**Signal wires on met3**

Scale: 1 px per um.
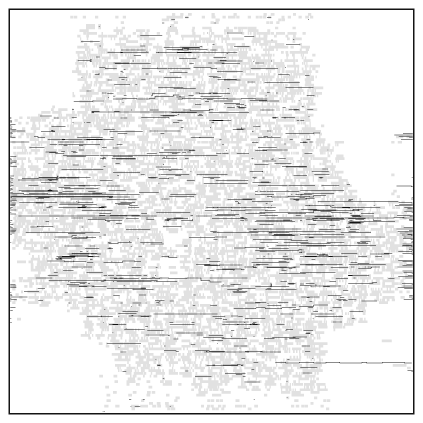
**Where the registers sit**

Scale: 1 px per um. Other sequential cells in the stronger grey, the rest of the logic in the fainter grey.
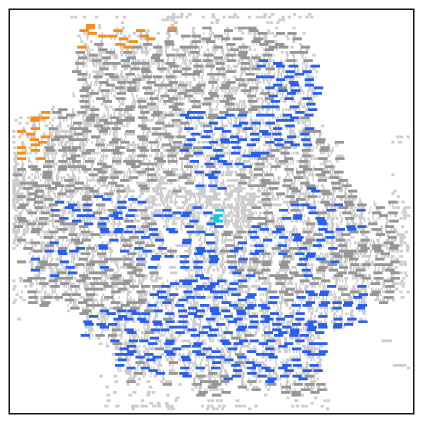
**Track usage over the die**

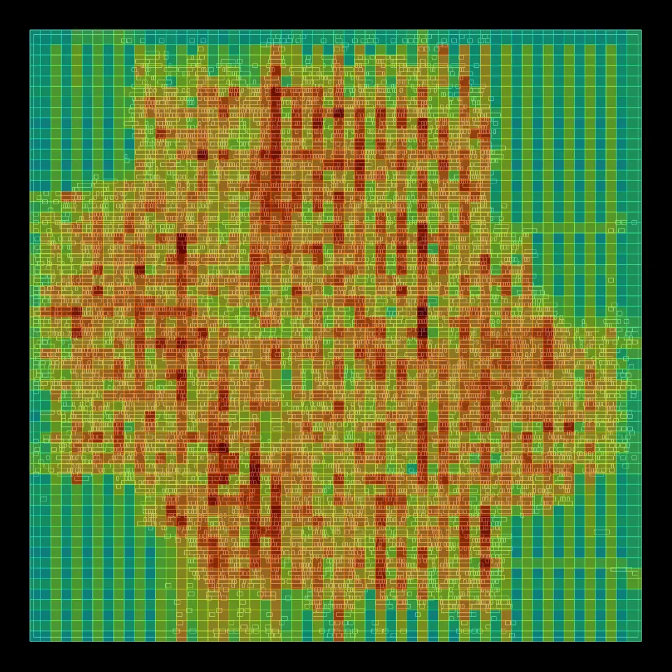
**src/rtl/systolic_feeder_if.sv**
```systemverilog
// systolic_feeder_if: operand write port, start/status and array edge streams of systolic_feeder
//   wr_en_i/wr_sel_i/wr_addr_i/wr_data_i : operand write (sel 0=A 1=B, addr {row,col})
//   start_i : launch feed; busy_o/done_o/array_clr_no : status and array clear
//   left_o_0..3 / up_o_0..3 : skewed row/column streams to the array edges
interface systolic_feeder_if #(parameter int DATA_W = 32);
  logic              wr_en_i;
  logic              wr_sel_i;
  logic [3:0]        wr_addr_i;
  logic [DATA_W-1:0] wr_data_i;
  logic              start_i;
  logic              busy_o;
  logic              array_clr_no;
  logic              done_o;
  logic [DATA_W-1:0] left_o_0, left_o_1, left_o_2, left_o_3;
  logic [DATA_W-1:0] up_o_0, up_o_1, up_o_2, up_o_3;
  modport master (
    output wr_en_i, wr_sel_i, wr_addr_i, wr_data_i, start_i,
    input  busy_o, array_clr_no, done_o,
    input  left_o_0, left_o_1, left_o_2, left_o_3, up_o_0, up_o_1, up_o_2, up_o_3
  );
  modport slave (
    input  wr_en_i, wr_sel_i, wr_addr_i, wr_data_i, start_i,
    output busy_o, array_clr_no, done_o,
    output left_o_0, left_o_1, left_o_2, left_o_3, up_o_0, up_o_1, up_o_2, up_o_3
  );
endinterface

```
**src/rtl/systolic_feeder.sv**
```systemverilog
// systolic_feeder: holds 4x4 operands A/B and feeds them diagonally skewed into a 4x4 systolic array
//   clk_i  : clock, rising edge
//   rst_ni : asynchronous active-low reset
//   bus    : systolic_feeder_if.slave (write port, start, status, edge streams)
module systolic_feeder #(
  parameter int DATA_W = 32
) (
  input logic              clk_i,
  input logic              rst_ni,
  systolic_feeder_if.slave bus
);
  typedef enum logic [1:0] {IDLE, CLEAR, STREAM, DONE} state_t;
  state_t            r_state;
  logic [3:0]        r_t;
  logic              r_busy, r_clr_n, r_done;
  logic [DATA_W-1:0] r_a [4][4];
  logic [DATA_W-1:0] r_b [4][4];
  logic [DATA_W-1:0] r_left [4];
  logic [DATA_W-1:0] r_up [4];
  logic [DATA_W-1:0] w_left [4];
  logic [DATA_W-1:0] w_up [4];
  logic [3:0]        w_t_nxt;
  // Streams are registered, so they are computed for the step about to be shown;
  // step 10 (after t=9) falls outside every lane's window and yields all zeros.
  assign w_t_nxt = (r_state == CLEAR) ? 4'd0 : r_t + 4'd1;
  always_comb begin
    for (int i = 0; i < 4; i++) begin
      w_left[i] = (w_t_nxt >= 4'(i) && w_t_nxt - 4'(i) <= 4'd3) ? r_a[i][2'(w_t_nxt - 4'(i))] : '0;
      w_up[i]   = (w_t_nxt >= 4'(i) && w_t_nxt - 4'(i) <= 4'd3) ? r_b[2'(w_t_nxt - 4'(i))][i] : '0;
    end
  end
  always_ff @(posedge clk_i or negedge rst_ni) begin
    if (!rst_ni) begin
      r_state <= IDLE;
      r_t     <= '0;
      r_busy  <= 1'b0;
      r_clr_n <= 1'b1;
      r_done  <= 1'b0;
      for (int i = 0; i < 4; i++) begin
        r_left[i] <= '0;
        r_up[i]   <= '0;
        for (int j = 0; j < 4; j++) begin
          r_a[i][j] <= '0;
          r_b[i][j] <= '0;
        end
      end
    end else begin
      case (r_state)
        IDLE: begin
          if (bus.wr_en_i && !bus.wr_sel_i) r_a[bus.wr_addr_i[3:2]][bus.wr_addr_i[1:0]] <= bus.wr_data_i;
          if (bus.wr_en_i && bus.wr_sel_i) r_b[bus.wr_addr_i[3:2]][bus.wr_addr_i[1:0]] <= bus.wr_data_i;
          if (bus.start_i) begin
            r_state <= CLEAR;
            r_busy  <= 1'b1;
            r_clr_n <= 1'b0;
          end
        end
        CLEAR: begin
          r_state <= STREAM;
          r_t     <= '0;
          r_clr_n <= 1'b1;
          r_left  <= w_left;
          r_up    <= w_up;
        end
        STREAM: begin
          r_left <= w_left;
          r_up   <= w_up;
          if (r_t == 4'd9) begin
            r_state <= DONE;
            r_done  <= 1'b1;
          end else begin
            r_t <= r_t + 4'd1;
          end
        end
        default: begin
          r_state <= IDLE;
          r_done  <= 1'b0;
          r_busy  <= 1'b0;
        end
      endcase
    end
  end
  assign bus.busy_o       = r_busy;
  assign bus.array_clr_no = r_clr_n;
  assign bus.done_o       = r_done;
  assign bus.left_o_0     = r_left[0];
  assign bus.left_o_1     = r_left[1];
  assign bus.left_o_2     = r_left[2];
  assign bus.left_o_3     = r_left[3];
  assign bus.up_o_0       = r_up[0];
  assign bus.up_o_1       = r_up[1];
  assign bus.up_o_2       = r_up[2];
  assign bus.up_o_3       = r_up[3];
endmodule

```
**src/flat_wrapper.sv**
```systemverilog
// flat-port wrapper written by rule: the top's interface ports become plain ports
module systolic_feeder_flat 
#(
  parameter int DATA_W = 32
)
  (clk_i, rst_ni, bus_wr_en_i, bus_wr_sel_i, bus_wr_addr_i, bus_wr_data_i, bus_start_i, bus_busy_o, bus_array_clr_no, bus_done_o, bus_left_o_0, bus_left_o_1, bus_left_o_2, bus_left_o_3, bus_up_o_0, bus_up_o_1, bus_up_o_2, bus_up_o_3);
  systolic_feeder_if #(.DATA_W(DATA_W)) bus_i ();
  input logic clk_i;
  input logic rst_ni;
  input wire logic [$bits(bus_i.wr_en_i)-1:0] bus_wr_en_i;
  input wire logic [$bits(bus_i.wr_sel_i)-1:0] bus_wr_sel_i;
  input wire logic [$bits(bus_i.wr_addr_i)-1:0] bus_wr_addr_i;
  input wire logic [$bits(bus_i.wr_data_i)-1:0] bus_wr_data_i;
  input wire logic [$bits(bus_i.start_i)-1:0] bus_start_i;
  output wire logic [$bits(bus_i.busy_o)-1:0] bus_busy_o;
  output wire logic [$bits(bus_i.array_clr_no)-1:0] bus_array_clr_no;
  output wire logic [$bits(bus_i.done_o)-1:0] bus_done_o;
  output wire logic [$bits(bus_i.left_o_0)-1:0] bus_left_o_0;
  output wire logic [$bits(bus_i.left_o_1)-1:0] bus_left_o_1;
  output wire logic [$bits(bus_i.left_o_2)-1:0] bus_left_o_2;
  output wire logic [$bits(bus_i.left_o_3)-1:0] bus_left_o_3;
  output wire logic [$bits(bus_i.up_o_0)-1:0] bus_up_o_0;
  output wire logic [$bits(bus_i.up_o_1)-1:0] bus_up_o_1;
  output wire logic [$bits(bus_i.up_o_2)-1:0] bus_up_o_2;
  output wire logic [$bits(bus_i.up_o_3)-1:0] bus_up_o_3;
  assign bus_i.wr_en_i = bus_wr_en_i;
  assign bus_i.wr_sel_i = bus_wr_sel_i;
  assign bus_i.wr_addr_i = bus_wr_addr_i;
  assign bus_i.wr_data_i = bus_wr_data_i;
  assign bus_i.start_i = bus_start_i;
  assign bus_busy_o = bus_i.busy_o;
  assign bus_array_clr_no = bus_i.array_clr_no;
  assign bus_done_o = bus_i.done_o;
  assign bus_left_o_0 = bus_i.left_o_0;
  assign bus_left_o_1 = bus_i.left_o_1;
  assign bus_left_o_2 = bus_i.left_o_2;
  assign bus_left_o_3 = bus_i.left_o_3;
  assign bus_up_o_0 = bus_i.up_o_0;
  assign bus_up_o_1 = bus_i.up_o_1;
  assign bus_up_o_2 = bus_i.up_o_2;
  assign bus_up_o_3 = bus_i.up_o_3;
  systolic_feeder #(.DATA_W(DATA_W)) u_core (.clk_i(clk_i), .rst_ni(rst_ni), .bus(bus_i));
endmodule
```
**config.mk**
```make
export PLATFORM = sky130hd
export DESIGN_NAME = systolic_feeder_flat
export DESIGN_NICKNAME = d
export VERILOG_FILES = /design/src/rtl/systolic_feeder_if.sv /design/src/rtl/systolic_feeder.sv /design/src/flat_wrapper.sv
export SDC_FILE = /design/constraint.sdc
export NUM_CORES = 2
export LEC_CHECK = 0
export ABC_AREA = 1
export ABC_CLOCK_PERIOD_IN_PS = 2800
export CAP_MARGIN = 20
export CORE_MARGIN = 2
export CORE_UTILIZATION = 35
export CTS_BUF_LIST = sky130_fd_sc_hd__clkbuf_4
export CTS_CLUSTER_SIZE = 25
export DETAILED_ROUTE_END_ITERATION = 6
export HOLD_SLACK_MARGIN = 0.12
export MAX_ROUTING_LAYER = met4
export PLACE_DENSITY = 0.61
export SETUP_SLACK_MARGIN = 0.2
export SLEW_MARGIN = 15
export SYNTH_ARGS = -nofsm -noshare
export SYNTH_HDL_FRONTEND = slang
export SYNTH_SLANG_ARGS = --single-unit
```
**constraint.sdc**
```tcl
create_clock -name clk_i -period 2.8 [get_ports clk_i]
set_input_delay 0.42 -clock clk_i [delete_from_list [all_inputs] [get_ports clk_i]]
set_output_delay 0.42 -clock clk_i [all_outputs]
set_load 0.02 [all_outputs]
```
==> impl_metrics.env <==
# physical design summary
export IMPL_setup_violations_final=0
export IMPL_power_density_nw_per_um2=1220
export IMPL_layout_min_cycle_time_ps=2580
export IMPL_highest_layer="met4"
export IMPL_drv_slew=0
export IMPL_syn_to_final_growth_pct=19.6
export IMPL_cts_sinks=1289
export IMPL_p_leak_nw=32.7
export IMPL_cts_buffer_depth=4
export IMPL_dieWidth_um=403
export IMPL_worst_slew_pin_slew_ps=951
export IMPL_yosys_area_sq_um=55700
export IMPL_met2_length_um=82200
export IMPL_setup_tns_ps=0
export IMPL_core_sq_um=158000
export IMPL_synth_seq_share_pct=57.9
export IMPL_hp_class="in -> reg"
export IMPL_cp_arrival_ps=3750
export IMPL_ios=300
export IMPL_grt_max_degree=143
export IMPL_hpwl_um=107000
export IMPL_wl_met1_um=82100
export IMPL_critPathLaunchType="flop"
export IMPL_vias=48400
export IMPL_skew_ps=101
export IMPL_nFillCells=16000
export IMPL_netlist_area_leader_share_pct=57.9
export IMPL_die_height_um=403
export IMPL_syn_area_per_cell_sq_um=8.20
export IMPL_synth_area_sq_um=55700
export IMPL_ys_cells=6791
export IMPL_ys_ff=1289
export IMPL_ys_top_cells_by_area="dfrtp_1, nand2_1, o21ai_0"
export IMPL_die_area_sq_um=162000
export IMPL_maxCapViolCount=0
export IMPL_antenna_found_initial=9
export IMPL_drt_vias_per_instance=5.11
export IMPL_drt_drc_violations_left=0
export IMPL_worstSetupPathType="reg -> reg"
export IMPL_yosysWarnings=0
export IMPL_fin_crit_sh_pct=92.2
export IMPL_async_flop_share_pct=100
export IMPL_drt_total_wl_um=183000
export IMPL_cts_root_buf="clkbuf_4"
export IMPL_ant_nets=0
export IMPL_tritoncts="built"
export IMPL_vdd_ir_drop_max_mv=1.81
export IMPL_fmax_mhz=387
export IMPL_grt_usage_pct=23.2
export IMPL_portBuffers=299
export IMPL_yosysUniqueCellTypes=28
export IMPL_dr_wl_met3_um=12200
export IMPL_end_kind="flop"
export IMPL_place_congestion=0.823
export IMPL_netlist_instances=6791
export IMPL_status="finished clean"
export IMPL_flop_cell="dfrtp_1"
export IMPL_common_cells="nand2_1, dfrtp_1, o21ai_0"
export IMPL_cp_required_ps=3970
export IMPL_max_slew_margin_rel_pct=36.6
export IMPL_fp_util_pct=35.2
export IMPL_busiest_layer="met2"
export IMPL_grt_pass1_wl_um=285000
export IMPL_grt_pass1_vias=47100
export IMPL_synth_area_leader_cell="dfrtp_1"
export IMPL_drt_first_iter_violations=4759
export IMPL_rows=146
export IMPL_edf_count=0
export IMPL_nets=7185
export IMPL_cts_made_buffers=367
export IMPL_final_layout_size_suffix_gt1_share_pct=12.3
export IMPL_placed_cell_area_sq_um=61700
export IMPL_htreeDepth=5
export IMPL_synth_top_cell_by_count="nand2_1"
export IMPL_clock_latency_ps=1280
export IMPL_grt_setup_unrepaired="true"
export IMPL_hold_violations=0
export IMPL_grt_overflow_total=0
export IMPL_syn_nets=6843
export IMPL_clkTransAtPathRegs_ps=70
export IMPL_warning_count=46
export IMPL_final_area_sq_um=66600
export IMPL_drt_pass1_iter_count=5
export IMPL_path_max_fanout=142
-- 'signal wires on met3' (at the start) --
main direction: horizontal
share of all routed wire: 6.7%
longest straight run: 128 um
nets with wire on the layer: 515
wire length on this layer: 12,200 um

-- 'where the registers sit' (at the start) --
legend:
  `u_core.r_b`:
    colour: blue
    placed_flops: 512
  `u_core.bus.left_o_2`:
    colour: orange
    placed_flops: 32
    where: upper left
  `u_core.r_t`:
    colour: cyan
    placed_flops: 4
    where: centre

-- 'track usage over the die' (at the start) --
GR Layer Usage met3: 4.15%
grt met1 use: 31.6%
WL/cell: 19.3 um
GR met2 Demand/Resource: 34.4%
final core utilization: 42.1%

==> registers in the layout (all words and copies together), names as in the netlist <==
| name | cells |
|---|---|
| u_core.bus.up_o_1 | 32 |
| u_core.bus.array_clr_no | 1 |
| u_core.bus.up_o_0 | 32 |
| u_core.r_b | 512 |
| u_core.bus.done_o | 1 |
| u_core.r_t | 4 |
| u_core.bus.left_o_3 | 32 |
| u_core.bus.up_o_3 | 32 |
| u_core.r_state | 2 |
| u_core.bus.left_o_2 | 32 |
| u_core.bus.up_o_2 | 32 |
| u_core.bus.left_o_1 | 32 |
| u_core.r_a | 512 |
| u_core.bus.left_o_0 | 32 |
| u_core.bus.busy_o | 1 |
==> through the flow <==
step,cells,setup slack (ps),hold WS [ps],power (mW)
3_5_place_dp,8793,196,426,64.5
6_report,9465,219,294,81.3
5_1_grt,9464,147,258,87.3
3_3_place_gp,8793,225,414,64.1
4_1_cts,9448,19.1,156,81.1
2_1_floorplan,6791,240,124,49.2
==> critical path, stage by stage, from the launching register on <==
cell	delay, ps
dfrtp_1	420
inv_1	130
ha_1	270
inv_2	140
nand2_8	150
buf_16	380
o21ai_0	160
a21oi_1	380
nand3_1	150
nand2_1	80
==> cell type report <==
cell class                      count  area [sq um]  area share, %
Clock buffer                      551          4140           6.21
Clock inverter                     67           338          0.507
Antenna cell                       11          27.5         0.0413
Sequential cell                  1289         32300           48.5
Timing Repair Buffer              521          5770           8.66
Multi-Input combinational cell   4740         20600           31.0
Inverter                          214           821           1.23
Tap cell                         2072          2590           3.89
==> report_power, final <==
part	leakage, nW	internal (mW)	switching, mW
clock network	2.71	9.16	7.93
registers	17.2	24.6	3.68
logic	12.8	11.5	24.5
==> worst paths after layout <==
check	endpoint	cells past startpoint	startpoint	slack [ps]
worst max-delay path	u_core.bus.left_o_2[15]	9	u_core.r_state[1]	220
worst min-delay path	u_core.r_b[62]	6	bus_wr_addr_i[2]	290
worst max register to register	u_core.bus.left_o_2[15]	9	u_core.r_state[1]	220
worst min register to register	u_core.bus.up_o_3[25]	2	u_core.bus.up_o_3[25]	470
max in group asynchronous	u_core.r_a[138]	4	rst_ni	1490
min in group asynchronous	u_core.r_b[149]	4	rst_ni	580
==> cells by family after synthesis <==
kind of cell             Yosys count  synth area share, %
AND-OR/OR-AND                   1677                 15.2
adder cells (fa/ha/maj)           11                0.247
buffers and inverters            762                 5.35
flip-flops                      1289                 57.9
AND/OR/NAND/NOR                 3052                 21.2
==> timing repair <==
item / 4_1_cts / 5_1_grt
gates resized: 400 / 22
hold endpoints to repair: 1621 / 0
hold buffers: 36 / 0
endpoints found under the setup margin: 260 / 49
cloned: 0 / 2
pin swaps: 0 / 5
setup buffers: 1 / 4
==> cell usage in the layout, fill, tap and decap left out, types with 42 or more instances in the layout <==
| cell type | n |
|---|---|
| inv_1 | 187 |
| clkdlybuf4s15_2 | 42 |
| clkbuf_4 | 551 |
| buf_4 | 90 |
| o21ai_1 | 404 |
| o22ai_1 | 65 |
| buf_12 | 84 |
| nor2_1 | 567 |
| clkinv_1 | 53 |
| a21oi_1 | 226 |
| dlygate4sd2_1 | 189 |
| nand3_1 | 196 |
| dfrtp_1 | 1260 |
| nand2_1 | 2238 |
| o21ai_0 | 974 |
Power and IR drop assume default switching activity.
